`config.mk`:
```
export PLATFORM = sky130hd
export DESIGN_NAME = uart_tx_arbiter
export DESIGN_NICKNAME = d
export VERILOG_FILES = /design/src/rtl/uart_pkg.sv /design/src/rtl/uart_tx_arbiter_rr_pick.sv /design/src/rtl/uart_tx_arbiter.sv
export SDC_FILE = /design/constraint.sdc
export NUM_CORES = 1
export LEC_CHECK = 0
export CORE_MARGIN = 3
export CORE_UTILIZATION = 38
export DETAILED_ROUTE_END_ITERATION = 16
export HOLD_SLACK_MARGIN = 0.06
export PLACE_DENSITY = 0.82
export RECOVER_POWER = 25
export SYNTH_ARGS = -nofsm -noshare
export SYNTH_HDL_FRONTEND = slang
export SYNTH_SLANG_ARGS = --single-unit
export TNS_END_PERCENT = 5
```
`constraint.sdc`:
```
create_clock -name bclk -period 2 [get_ports bclk]
set_input_delay 0.3 -clock bclk [delete_from_list [all_inputs] [get_ports bclk]]
set_output_delay 0.3 -clock bclk [all_outputs]
set_load 0.02 [all_outputs]
```
`src/rtl/uart_pkg.sv`:
```
// uart_pkg: shared types and constants for the UART transmit-side blocks
package uart_pkg;

    localparam int UART_DATA_W       = 8;
    localparam int LOAD_TIMEOUT_DFLT = 8;

    typedef enum logic [1:0] {
        IDLE,
        LOAD,
        WAIT_DONE
    } arb_state_t;

endpackage

```
`src/rtl/uart_tx_arbiter_rr_pick.sv`:
```
// rr_pick: combinational round-robin selector, first set request after cur_idx
module rr_pick #(
    parameter int N  = 4,
    parameter int IW = $clog2(N)
) (
    input  logic [N-1:0]  req,
    input  logic [IW-1:0] cur_idx,
    output logic          valid,
    output logic [IW-1:0] idx
);

    logic [IW-1:0] cand;

    // Scan from the farthest candidate back to the nearest so the nearest set request wins
    always_comb begin
        valid = |req;
        idx   = cur_idx;
        cand  = '0;
        for (int k = N; k >= 1; k--) begin
            cand = IW'((int'(cur_idx) + k) % N);
            if (req[cand]) idx = cand;
        end
    end

endmodule

```
`src/rtl/uart_tx_arbiter.sv`:
```
// uart_tx_arbiter: round-robin sharing of one UART transmitter; optional load timeout via UART_TX_ARB_TIMEOUT_EN
module uart_tx_arbiter
    import uart_pkg::*;
#(
    parameter int N_REQ        = 4,
    parameter int IDX_W        = $clog2(N_REQ),
    parameter int LOAD_TIMEOUT = LOAD_TIMEOUT_DFLT
) (
    input  logic                           bclk,
    input  logic                           reset,
    input  logic [N_REQ-1:0]               req,
    input  logic [N_REQ*UART_DATA_W-1:0]   req_data,
    output logic [N_REQ-1:0]               gnt,
    input  logic                           tx_status,
    output logic                           tx_load,
    output logic [UART_DATA_W-1:0]         tx_data,
    output logic                           busy,
    output logic [IDX_W-1:0]               cur_idx,
    output logic                           err
);

    if (N_REQ < 2 || N_REQ > 8 || LOAD_TIMEOUT < 1) begin : g_bad_cfg
        $error("uart_tx_arbiter: unsupported N_REQ or LOAD_TIMEOUT");
    end

    arb_state_t             state_q;
    logic [N_REQ-1:0]       gnt_q;
    logic                   load_q;
    logic [UART_DATA_W-1:0] data_q;
    logic [IDX_W-1:0]       idx_q;
    logic                   pick_valid;
    logic [IDX_W-1:0]       pick_idx;

`ifdef UART_TX_ARB_TIMEOUT_EN
    localparam int CNT_W = $clog2(LOAD_TIMEOUT + 1);
    logic [CNT_W-1:0] cnt_q;
    logic             err_q;
`endif

    rr_pick #(.N(N_REQ), .IW(IDX_W)) u_pick (
        .req     (req),
        .cur_idx (idx_q),
        .valid   (pick_valid),
        .idx     (pick_idx)
    );

    // Grant, hold load until the transmitter goes busy, then wait for the frame to finish
    always_ff @(posedge bclk or posedge reset) begin
        if (reset) begin
            state_q <= IDLE;
            gnt_q   <= '0;
            load_q  <= 1'b0;
            data_q  <= '0;
            idx_q   <= IDX_W'(N_REQ - 1);
`ifdef UART_TX_ARB_TIMEOUT_EN
            cnt_q   <= '0;
            err_q   <= 1'b0;
`endif
        end else begin
            gnt_q <= '0;
`ifdef UART_TX_ARB_TIMEOUT_EN
            err_q <= 1'b0;
`endif
            case (state_q)
                IDLE: begin
                    if (pick_valid && tx_status) begin
                        gnt_q   <= N_REQ'(1) << pick_idx;
                        data_q  <= req_data[pick_idx*UART_DATA_W +: UART_DATA_W];
                        idx_q   <= pick_idx;
                        load_q  <= 1'b1;
                        state_q <= LOAD;
`ifdef UART_TX_ARB_TIMEOUT_EN
                        cnt_q   <= '0;
`endif
                    end
                end
                LOAD: begin
                    if (!tx_status) begin
                        load_q  <= 1'b0;
                        state_q <= WAIT_DONE;
                    end
`ifdef UART_TX_ARB_TIMEOUT_EN
                    else if (cnt_q == CNT_W'(LOAD_TIMEOUT - 1)) begin
                        load_q  <= 1'b0;
                        err_q   <= 1'b1;
                        state_q <= IDLE;
                    end else begin
                        cnt_q <= cnt_q + 1'b1;
                    end
`endif
                end
                WAIT_DONE: begin
                    if (tx_status) state_q <= IDLE;
                end
                default: state_q <= IDLE;
            endcase
        end
    end

    assign gnt     = gnt_q;
    assign tx_load = load_q;
    assign tx_data = data_q;
    assign cur_idx = idx_q;
    assign busy    = (state_q != IDLE);
`ifdef UART_TX_ARB_TIMEOUT_EN
    assign err     = err_q;
`else
    assign err     = 1'b0;
`endif

endmodule
```
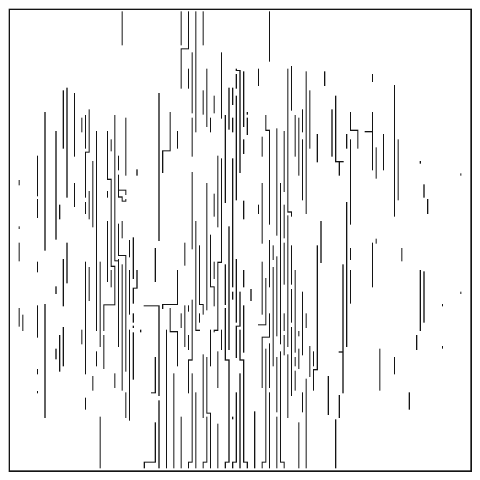
*Metal 2*
Drawn at 8 px/µm.
main direction: vertical
wire length on this layer: 1500 µm

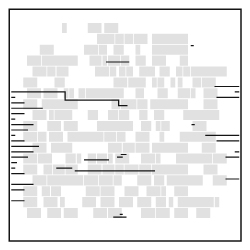
*Signal wires on met3*
Drawn at 4 px/µm.
wire length on this layer: 166 µm
share of all routed wire: 5.8%
longest straight run: 19.8 µm
main direction: horizontal
nets with wire on the layer: 34
routed vias: 998
WL final: 2.84 mm
M3 GR Usage: 0.0362

power groups by stage:
stage | Sequential, mW | Clock, mW | Combinational (mW)
floorplan | 0.712 | 0 | 0.464
global placement | 0.574 | 0 | 1.01
detailed placement | 0.581 | 0 | 1.03
CTS | 0.577 | 0.191 | 1.04
global route | 0.600 | 0.210 | 1.11
finish | 0.576 | 0.187 | 1.03
logic make-up after synthesis:
kind of cell,Yosys count
AOI/OAI and AO/OA,26
xor gates and xnor gates,1
buffers and inverters,8
DFF,17
muxes,9
other,1
and+or+nand+nor,38
flip-flops by register name, indices dropped and copies added, names as in the netlist:
signal,count
state_q,2
gnt,4
tx_load,1
cur_idx,2
tx_data,8
Yosys cell counts (all sizes together):
| cell | number |
|---|---|
| or2 | 1 |
| mux2 | 1 |
| nor3 | 1 |
| dfrtp | 15 |
| nor2 | 15 |
| dfstp | 2 |
| nor4 | 1 |
| buf | 4 |
| o21ai | 6 |
| o211ai | 1 |
| a221oi | 8 |
| nor2b | 2 |
| nand3 | 1 |
| mux2i | 8 |
| clkbuf | 2 |
| conb | 1 |
| xnor2 | 1 |
| nand2b | 3 |
| a211oi | 8 |
| inv | 2 |
| and3 | 3 |
| a21o | 1 |
| a21oi | 2 |
| and2 | 10 |
| or3b | 1 |
worst max path at each step:
stage	startpoint	end	slack, ns	cells past startpoint
after floorplan	cur_idx[0]	tx_data[0]	0.22	6
after global placement	req[0]	tx_data[4]	-0.04	5
after detailed placement	req[0]	tx_data[7]	-0.11	5
after CTS	state_q[0]	busy	0.12	2
after global routing	cur_idx[0]	tx_data[4]	0.05	4
final	state_q[0]	busy	0.12	2
metal layers:
metal	global-route usage	part of all wire
met1	0.225	0.40
met2	0.334	0.53
met3	0.0362	0.058
met4	0.0596	0.017
met5	0	0
==> flow_summary.yaml <==
# implementation run metrics
power:
  p_sw_mw: 0.724
  p_comb_frac: 0.575
  p_leak_nw: 0.666
  p_seq_frac: 0.321
  clock_power_share: 0.104
  swShare: 0.403
  power.internal_mw: 1.07
clocking:
  cts_tree: "done"
  cts_resized: 0
  root_buffer: "clkbuf_4"
  clk_path_buf_depth: 2
  cts_buffers: 3
  postCtsSetupBuffers: 0
  cts_hold_buf: 0
worst_setup_path:
  path_cells: "or2_2 -> clkdlybuf4s50_1"
  reg2reg_slack_ns: 0.15
  crit_path_max_incr_delay_ns: 0.53
  critical_path.endpoint_type: "primary output"
  timing.rr.end: "tx_data[4]"
  crit_family: "buffers and inverters"
  required_ns: 1.70
  ff2ff_path_depth: 4
  worstReg2RegStart: "cur_idx[0]"
  worst_setup_path_start_kind: "flip-flop"
  worstPathArrival_ns: 1.58
cells_and_area:
  n_all_inverters: 2
  diodes: 0
  n_all_buffers: 59
  flops: 17
  logic_area_um2: 531
  sh_seq_area: 0.266
  fin_cells: 187
  regArea_um2: 428
  finalNetCount: 197
  layout.cells.most_common: "clkdlybuf4s50_1"
status:
  outcome: "finished clean"
sta:
  finalSetupViolations: 0
  max_slew_margin: 0.555
  period_used_share: 0.938
  hold_slack_ns: 0.540
  worst_pin_slew_ns: 0.667
  skew_ns: 0.00432
  period_needed_ns: 1.88
synthesis:
  syn_area_um2: 1010
  ys_cells: 100
  top_area_cell: "dfrtp_1"
  synthTopCellsByArea: "dfrtp_1 37%, mux2i_1 7.9%, and2_1 6.2%"
  top_logic_kind: "simple AND/OR/NAND/NOR gates"
  ys_sh_aoi: 0.203
  postSynthSeqShare: 0.424
  ys.flops: 17
  ys_warn_count: 0
  ys_chip_area_um2: 1010
  adder_share: 0
detailed_routing:
  via_per_inst: 5.34
  drt_first_iter_violations: 28
  drc: 0
  drtPass1Iterations: 4
place:
  post_dp_cell_area_um2: 1580
  gp_congestion: 0.795
  dpl.hpwl_mm: 2.24
  io_buffers: 54
die:
  die_y_um: 57.5
  die_x_um: 57.5
  dieArea_um2: 3310
  rows: 18
  n_tap_cell: 30
global_route:
  grt_usage: 0.187
  grt_antenna_before_repair: 0
No activity file was given, so power comes from the tool's default toggle rates.
